Met1 routing:
The bar under the picture is 20 um long.
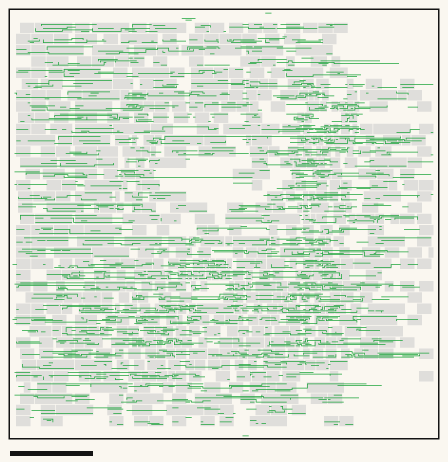
Metal 2:
The bar under the picture is 20 um long.
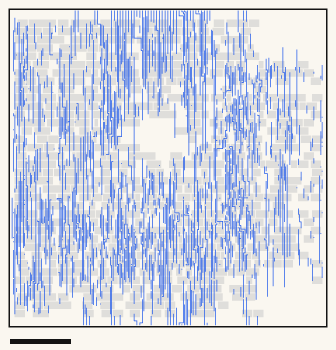
The metal 3 layer:
The bar under the picture is 20 um long.
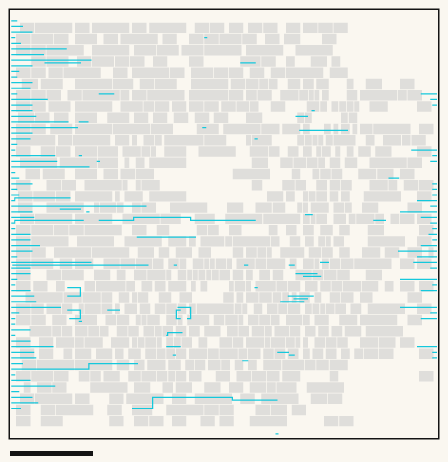
The metal 4 layer:
The bar under the picture is 20 um long.
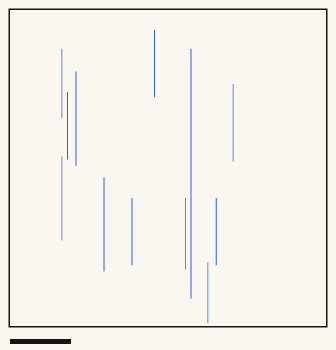
[src/rtl/fetch_unit_pkg.sv]
// Shared types and constants for the fetch front end.
package fetch_pkg;

   typedef enum logic [1:0] {
      IDLE = 2'd0,
      REQ  = 2'd1,
      WAIT = 2'd2,
      HOLD = 2'd3
   } fetch_state_t;

   localparam int          INSTR_W   = 32;
   localparam logic [31:0] NOP_INSTR = 32'h0000_0013;
   localparam int          PC_INCR   = 4;

endpackage

[src/rtl/fetch_unit_if.sv]
// Memory request/response and instruction handshake bundle of the fetch unit.
// The master side is the fetch unit; the slave side is memory plus control unit.
interface fetch_unit_if #(
   parameter int ADDR_WIDTH = 32
);
   import fetch_pkg::*;

   logic                  imem_req;
   logic [ADDR_WIDTH-1:0] imem_addr;
   logic                  imem_rvalid;
   logic [INSTR_W-1:0]    imem_rdata;
   logic [INSTR_W-1:0]    instr;
   logic                  instr_valid;
   logic                  instr_ready;
   logic                  PCsrc;
   logic [ADDR_WIDTH-1:0] ImmOp;
   logic [ADDR_WIDTH-1:0] PC;
   logic                  fetch_err;

   modport master (
      output imem_req, imem_addr,
      input  imem_rvalid, imem_rdata,
      output instr, instr_valid,
      input  instr_ready, PCsrc, ImmOp,
      output PC, fetch_err
   );

   modport slave (
      input  imem_req, imem_addr,
      output imem_rvalid, imem_rdata,
      input  instr, instr_valid,
      output instr_ready, PCsrc, ImmOp,
      input  PC, fetch_err
   );

endinterface

[src/rtl/fetch_unit_pc_next_calc.sv]
// Next-PC arithmetic: branch target or sequential increment, word aligned.
module pc_next_calc
   import fetch_pkg::*;
#(
   parameter int ADDR_WIDTH = 32
) (
   input  logic [ADDR_WIDTH-1:0] PC,
   input  logic [ADDR_WIDTH-1:0] ImmOp,
   input  logic                  PCsrc,
   output logic [ADDR_WIDTH-1:0] pc_next
);

   logic [ADDR_WIDTH-1:0] sum;

   // Wraps modulo 2^ADDR_WIDTH; low bits cleared so odd offsets cannot misalign.
   always_comb begin
      sum     = PC + (PCsrc ? ImmOp : ADDR_WIDTH'(PC_INCR));
      pc_next = {sum[ADDR_WIDTH-1:2], 2'b00};
   end

endmodule

[src/rtl/fetch_unit.sv]
// Sequential instruction fetch: PC register, one-shot memory request, valid/ready output.
// Optional WAIT watchdog enabled by defining FETCH_TIMEOUT_EN.
module fetch_unit
   import fetch_pkg::*;
#(
   parameter int                    ADDR_WIDTH     = 32,
   parameter logic [ADDR_WIDTH-1:0] RESET_PC       = '0,
   parameter int                    TIMEOUT_CYCLES = 16
) (
   input logic          clk,
   input logic          rst_n,
   fetch_unit_if.master bus
);

   fetch_state_t          state_q;
   logic [ADDR_WIDTH-1:0] pc_q;
   logic [ADDR_WIDTH-1:0] pc_next;
   logic [INSTR_W-1:0]    instr_q;
   logic                  valid_q;
   logic                  req_q;

   if ((RESET_PC[1:0] != 2'b00) || (TIMEOUT_CYCLES < 1)) begin : g_bad_param
      $error("fetch_unit: RESET_PC must be word aligned and TIMEOUT_CYCLES positive");
   end

   pc_next_calc #(
      .ADDR_WIDTH (ADDR_WIDTH)
   ) u_pc_next (
      .PC      (pc_q),
      .ImmOp   (bus.ImmOp),
      .PCsrc   (bus.PCsrc),
      .pc_next (pc_next)
   );

`ifdef FETCH_TIMEOUT_EN
   localparam int CNT_W = $clog2(TIMEOUT_CYCLES + 1);

   logic [CNT_W-1:0] wait_cnt;
   logic             err_q;

   // Watchdog variant: an unanswered WAIT reissues the same PC and latches the error.
   always_ff @(posedge clk or negedge rst_n) begin
      if (!rst_n) begin
         state_q  <= IDLE;
         pc_q     <= RESET_PC;
         instr_q  <= NOP_INSTR;
         valid_q  <= 1'b0;
         req_q    <= 1'b0;
         wait_cnt <= '0;
         err_q    <= 1'b0;
      end else begin
         case (state_q)
            IDLE: begin
               state_q <= REQ;
               req_q   <= 1'b1;
            end
            REQ: begin
               state_q  <= WAIT;
               req_q    <= 1'b0;
               wait_cnt <= '0;
            end
            WAIT: begin
               if (bus.imem_rvalid) begin
                  instr_q <= bus.imem_rdata;
                  valid_q <= 1'b1;
                  state_q <= HOLD;
               end else if (wait_cnt == CNT_W'(TIMEOUT_CYCLES - 1)) begin
                  err_q   <= 1'b1;
                  state_q <= REQ;
                  req_q   <= 1'b1;
               end else begin
                  wait_cnt <= wait_cnt + 1'b1;
               end
            end
            HOLD: begin
               if (bus.instr_ready) begin
                  pc_q    <= pc_next;
                  valid_q <= 1'b0;
                  state_q <= REQ;
                  req_q   <= 1'b1;
               end
            end
            default: begin
               state_q <= IDLE;
               req_q   <= 1'b0;
            end
         endcase
      end
   end

   assign bus.fetch_err = err_q;
`else
   // Plain variant: WAIT holds until memory answers, however long that takes.
   always_ff @(posedge clk or negedge rst_n) begin
      if (!rst_n) begin
         state_q <= IDLE;
         pc_q    <= RESET_PC;
         instr_q <= NOP_INSTR;
         valid_q <= 1'b0;
         req_q   <= 1'b0;
      end else begin
         case (state_q)
            IDLE: begin
               state_q <= REQ;
               req_q   <= 1'b1;
            end
            REQ: begin
               state_q <= WAIT;
               req_q   <= 1'b0;
            end
            WAIT: begin
               if (bus.imem_rvalid) begin
                  instr_q <= bus.imem_rdata;
                  valid_q <= 1'b1;
                  state_q <= HOLD;
               end
            end
            HOLD: begin
               if (bus.instr_ready) begin
                  pc_q    <= pc_next;
                  valid_q <= 1'b0;
                  state_q <= REQ;
                  req_q   <= 1'b1;
               end
            end
            default: begin
               state_q <= IDLE;
               req_q   <= 1'b0;
            end
         endcase
      end
   end

   assign bus.fetch_err = 1'b0;
`endif

   assign bus.imem_req    = req_q;
   assign bus.imem_addr   = pc_q;
   assign bus.PC          = pc_q;
   assign bus.instr       = instr_q;
   assign bus.instr_valid = valid_q;

endmodule

[src/flat_wrapper.sv]
// flat-port wrapper written by rule: the top's interface ports become plain ports
module fetch_unit_flat import fetch_pkg::*;
#(
   parameter int                    ADDR_WIDTH     = 32,
   parameter logic [ADDR_WIDTH-1:0] RESET_PC       = '0,
   parameter int                    TIMEOUT_CYCLES = 16
)
  (clk, rst_n, bus_imem_req, bus_imem_addr, bus_imem_rvalid, bus_imem_rdata, bus_instr, bus_instr_valid, bus_instr_ready, bus_PCsrc, bus_ImmOp, bus_PC, bus_fetch_err);
  fetch_unit_if #(.ADDR_WIDTH(ADDR_WIDTH)) bus_i ();
  input logic clk;
  input logic rst_n;
  output wire logic [$bits(bus_i.imem_req)-1:0] bus_imem_req;
  output wire logic [$bits(bus_i.imem_addr)-1:0] bus_imem_addr;
  input wire logic [$bits(bus_i.imem_rvalid)-1:0] bus_imem_rvalid;
  input wire logic [$bits(bus_i.imem_rdata)-1:0] bus_imem_rdata;
  output wire logic [$bits(bus_i.instr)-1:0] bus_instr;
  output wire logic [$bits(bus_i.instr_valid)-1:0] bus_instr_valid;
  input wire logic [$bits(bus_i.instr_ready)-1:0] bus_instr_ready;
  input wire logic [$bits(bus_i.PCsrc)-1:0] bus_PCsrc;
  input wire logic [$bits(bus_i.ImmOp)-1:0] bus_ImmOp;
  output wire logic [$bits(bus_i.PC)-1:0] bus_PC;
  output wire logic [$bits(bus_i.fetch_err)-1:0] bus_fetch_err;
  assign bus_imem_req = bus_i.imem_req;
  assign bus_imem_addr = bus_i.imem_addr;
  assign bus_i.imem_rvalid = bus_imem_rvalid;
  assign bus_i.imem_rdata = bus_imem_rdata;
  assign bus_instr = bus_i.instr;
  assign bus_instr_valid = bus_i.instr_valid;
  assign bus_i.instr_ready = bus_instr_ready;
  assign bus_i.PCsrc = bus_PCsrc;
  assign bus_i.ImmOp = bus_ImmOp;
  assign bus_PC = bus_i.PC;
  assign bus_fetch_err = bus_i.fetch_err;
  fetch_unit #(.ADDR_WIDTH(ADDR_WIDTH), .RESET_PC(RESET_PC), .TIMEOUT_CYCLES(TIMEOUT_CYCLES)) u_core (.clk(clk), .rst_n(rst_n), .bus(bus_i));
endmodule
[config.mk]
export PLATFORM = sky130hd
export DESIGN_NAME = fetch_unit_flat
export DESIGN_NICKNAME = d
export VERILOG_FILES = /design/src/rtl/fetch_unit_pkg.sv /design/src/rtl/fetch_unit_if.sv /design/src/rtl/fetch_unit_pc_next_calc.sv /design/src/rtl/fetch_unit.sv /design/src/flat_wrapper.sv
export SDC_FILE = /design/constraint.sdc
export NUM_CORES = 1
export LEC_CHECK = 0
export CORE_MARGIN = 1
export CORE_UTILIZATION = 48
export CTS_BUF_LIST = sky130_fd_sc_hd__clkbuf_8
export DETAILED_ROUTE_END_ITERATION = 16
export PLACE_DENSITY = 0.84
export SYNTH_ARGS = -nofsm -noshare
export SYNTH_HDL_FRONTEND = slang
export SYNTH_HIERARCHICAL = 1
export SYNTH_SLANG_ARGS = --single-unit
[constraint.sdc]
create_clock -name clk -period 3.8 [get_ports clk]
set_clock_uncertainty 0.2 [all_clocks]
set_input_delay 0.76 -clock clk [delete_from_list [all_inputs] [get_ports clk]]
set_output_delay 0.76 -clock clk [all_outputs]
set_load 0.005 [all_outputs]
==> results.sh <==
# physical design summary
export IMPL_run_status="complete, no violations"
export IMPL_path_depth=12
export IMPL_clk_latency_ns=0.36
export IMPL_critPathBufInv=2
export IMPL_setup_ws_ns=0.1994
export IMPL_cp_max_fo=11
export IMPL_synth_most_common_cell="dfrtp_1"
export IMPL_final_cells=800
export IMPL_drtIter0Drc=145
export IMPL_ys_top_cells_by_area="dfrtp_1 (33%), mux2_4 (9.1%), ha_1 (8.8%)"
export IMPL_tritoncts="done"
export IMPL_drive_gt1_share_pct=26.69
export IMPL_ys_flops=68
export IMPL_antenna_cells=0
export IMPL_cp_slowest_cell="a221o_2"
export IMPL_postCtsSetupBuffers=0
export IMPL_fin_hold_ws_ns=0.1406
export IMPL_drt_pass1_iter_count=4
export IMPL_viasPerCell=5.275
export IMPL_nets=766
export IMPL_fmax_mhz=277.7
export IMPL_dr_total_vias=4220
export IMPL_ctsHoldBuffers=0
export IMPL_common_cells="dfrtp_1 (65), buf_4 (36), ha_1 (35)"
export IMPL_ant_nets=0
export IMPL_grt_pass1_vias=4636
export IMPL_worstPathCellList="dlygate4sd2_1 -> buf_4 -> and2_1 -> ha_1 -> and3_2 -> or3b_1 -> o2111ai_2 -> a21oi_2 -> a221o_2 -> a41oi_2 -> xnor2_1 -> mux2_2"
export IMPL_cts_buffers_inserted=9
export IMPL_cts_root_buffer="clkbuf_8"
export IMPL_design_core_area_mm2=0.009910
export IMPL_finalSetupViolations=0
export IMPL_edf_count=0
export IMPL_async_flop_share_pct=100.0
export IMPL_portBuffers=166
export IMPL_wl_per_cell_um=16.58
export IMPL_ys_seq_share_pct=34.42
export IMPL_fin_util_pct=72.06
export IMPL_cts_sinks=68
export IMPL_p_leak_nw=3.286
export IMPL_drc=0
export IMPL_dpl_hpwl_um=10200
export IMPL_synth_area_per_cell_um2=10.72
export IMPL_tns_ns=0
export IMPL_finalCritPeriodShare_pct=94.75
export IMPL_synthCells=462
export IMPL_end_kind="register"
export IMPL_syn_area_mm2=0.004955
export IMPL_synthToLayoutAreaGrowth_pct=44.12
export IMPL_netlist_top_cell_by_area="dfrtp_1"
export IMPL_synth_warnings=6
export IMPL_ctsLongestPathBuffers=2
export IMPL_flop_area_mm2=0.001705
export IMPL_grt_overflow_total=0
export IMPL_synthFlopType="dfrtp_1"
export IMPL_pwr_density_cell_mw_per_mm2=806.6
export IMPL_critPathKind="input pin to register"
export IMPL_rr_endpoint="u_core/bus.PC[25]$_DFFE_PN0P_"
export IMPL_drt_total_wl_um=13260
export IMPL_vdd_ir_drop_max_mv=0.4431
export IMPL_fin_crit_ns=3.601
export IMPL_finalHoldViolCount=0
export IMPL_lay_top_cells="clkdlybuf4s50_1 (164), buf_4 (74), dfrtp_1 (65), ha_1 (35), mux2_2 (34)"
export IMPL_hold_path_class="input pin to async pin"
About 'met1 routing':
longest straight run: 50.6 um
nets with wire on the layer: 669
wire length on this layer: 5530 um
main direction: horizontal
share of all routed wire: 42%

About 'metal 2':
nets with wire on the layer: 716
share of all routed wire: 50%
wire length on this layer: 6620 um
main direction: vertical

About 'the metal 3 layer':
longest straight run: 32.7 um
share of all routed wire: 5.8%
main direction: horizontal

About 'the metal 4 layer':
main direction: vertical
nets with wire on the layer: 11
share of all routed wire: 2.6%

-- layer usage --
metal / up-vias / track usage [%] / share of wire (%)
li1: 2003 / - / -
met1: 2024 / 29.52 / 42
met2: 165 / 44.73 / 50
met3: 28 / 5.412 / 5.8
met4: 0 / 11.08 / 2.6
met5: - / 0 / 0
-- area by class of cell --
cell class                 instances  share of cell area (%)
clock inverter                     6                  0.6834
multi-input combinational        337                   39.90
timing repair buffer             240                   30.96
inverter                           6                  0.3154
sequential                        68                   23.88
clock buffer                      10                   1.927
tap                              133                   2.330
-- logic make-up (layout without fill, tap and decap cells) --
group | Yosys count | in the layout | synth area share [%]
and+or+nand+nor | 110 | 110 | 12.00
AOI/OAI and AO/OA | 91 | 91 | 13.54
DFF | 68 | 68 | 34.42
muxes | 67 | 67 | 17.42
buffers and inverters | 58 | 262 | 8.156
adders and majority gates | 35 | 35 | 8.838
xor gates and xnor gates | 31 | 31 | 5.480
other | 2 | 3 | 0.1516
-- power breakdown --
group          total [mW]  leakage [nW]  switching (mW)  internal [mW]
registers            1.46         0.805           0.343           1.11
logic                3.73          2.40            1.41           2.32
clock network       0.574        0.0851           0.315          0.259
-- flip-flops by register name (all words and copies together) (netlist names) --
signal / count
u_core/bus.instr_valid: 1
u_core/state_q: 2
u_core/bus.instr: 32
u_core/bus.imem_req: 1
u_core/bus.PC: 32
-- worst min-delay path by stage --
stage	to	slack, ns
floorplan	u_core/bus.PC[0]$_DFFE_PN0P_	0.26
global placement	u_core/bus.instr[31]$_DFFE_PN0P_	0.29
detailed placement	u_core/bus.instr[29]$_DFFE_PN0P_	0.29
CTS	u_core/bus.instr[26]$_DFFE_PN0P_	0.13
global route	u_core/bus.instr[20]$_DFFE_PN0P_	0.17
finish	u_core/bus.instr[26]$_DFFE_PN0P_	0.14
Power and IR drop assume default switching activity.
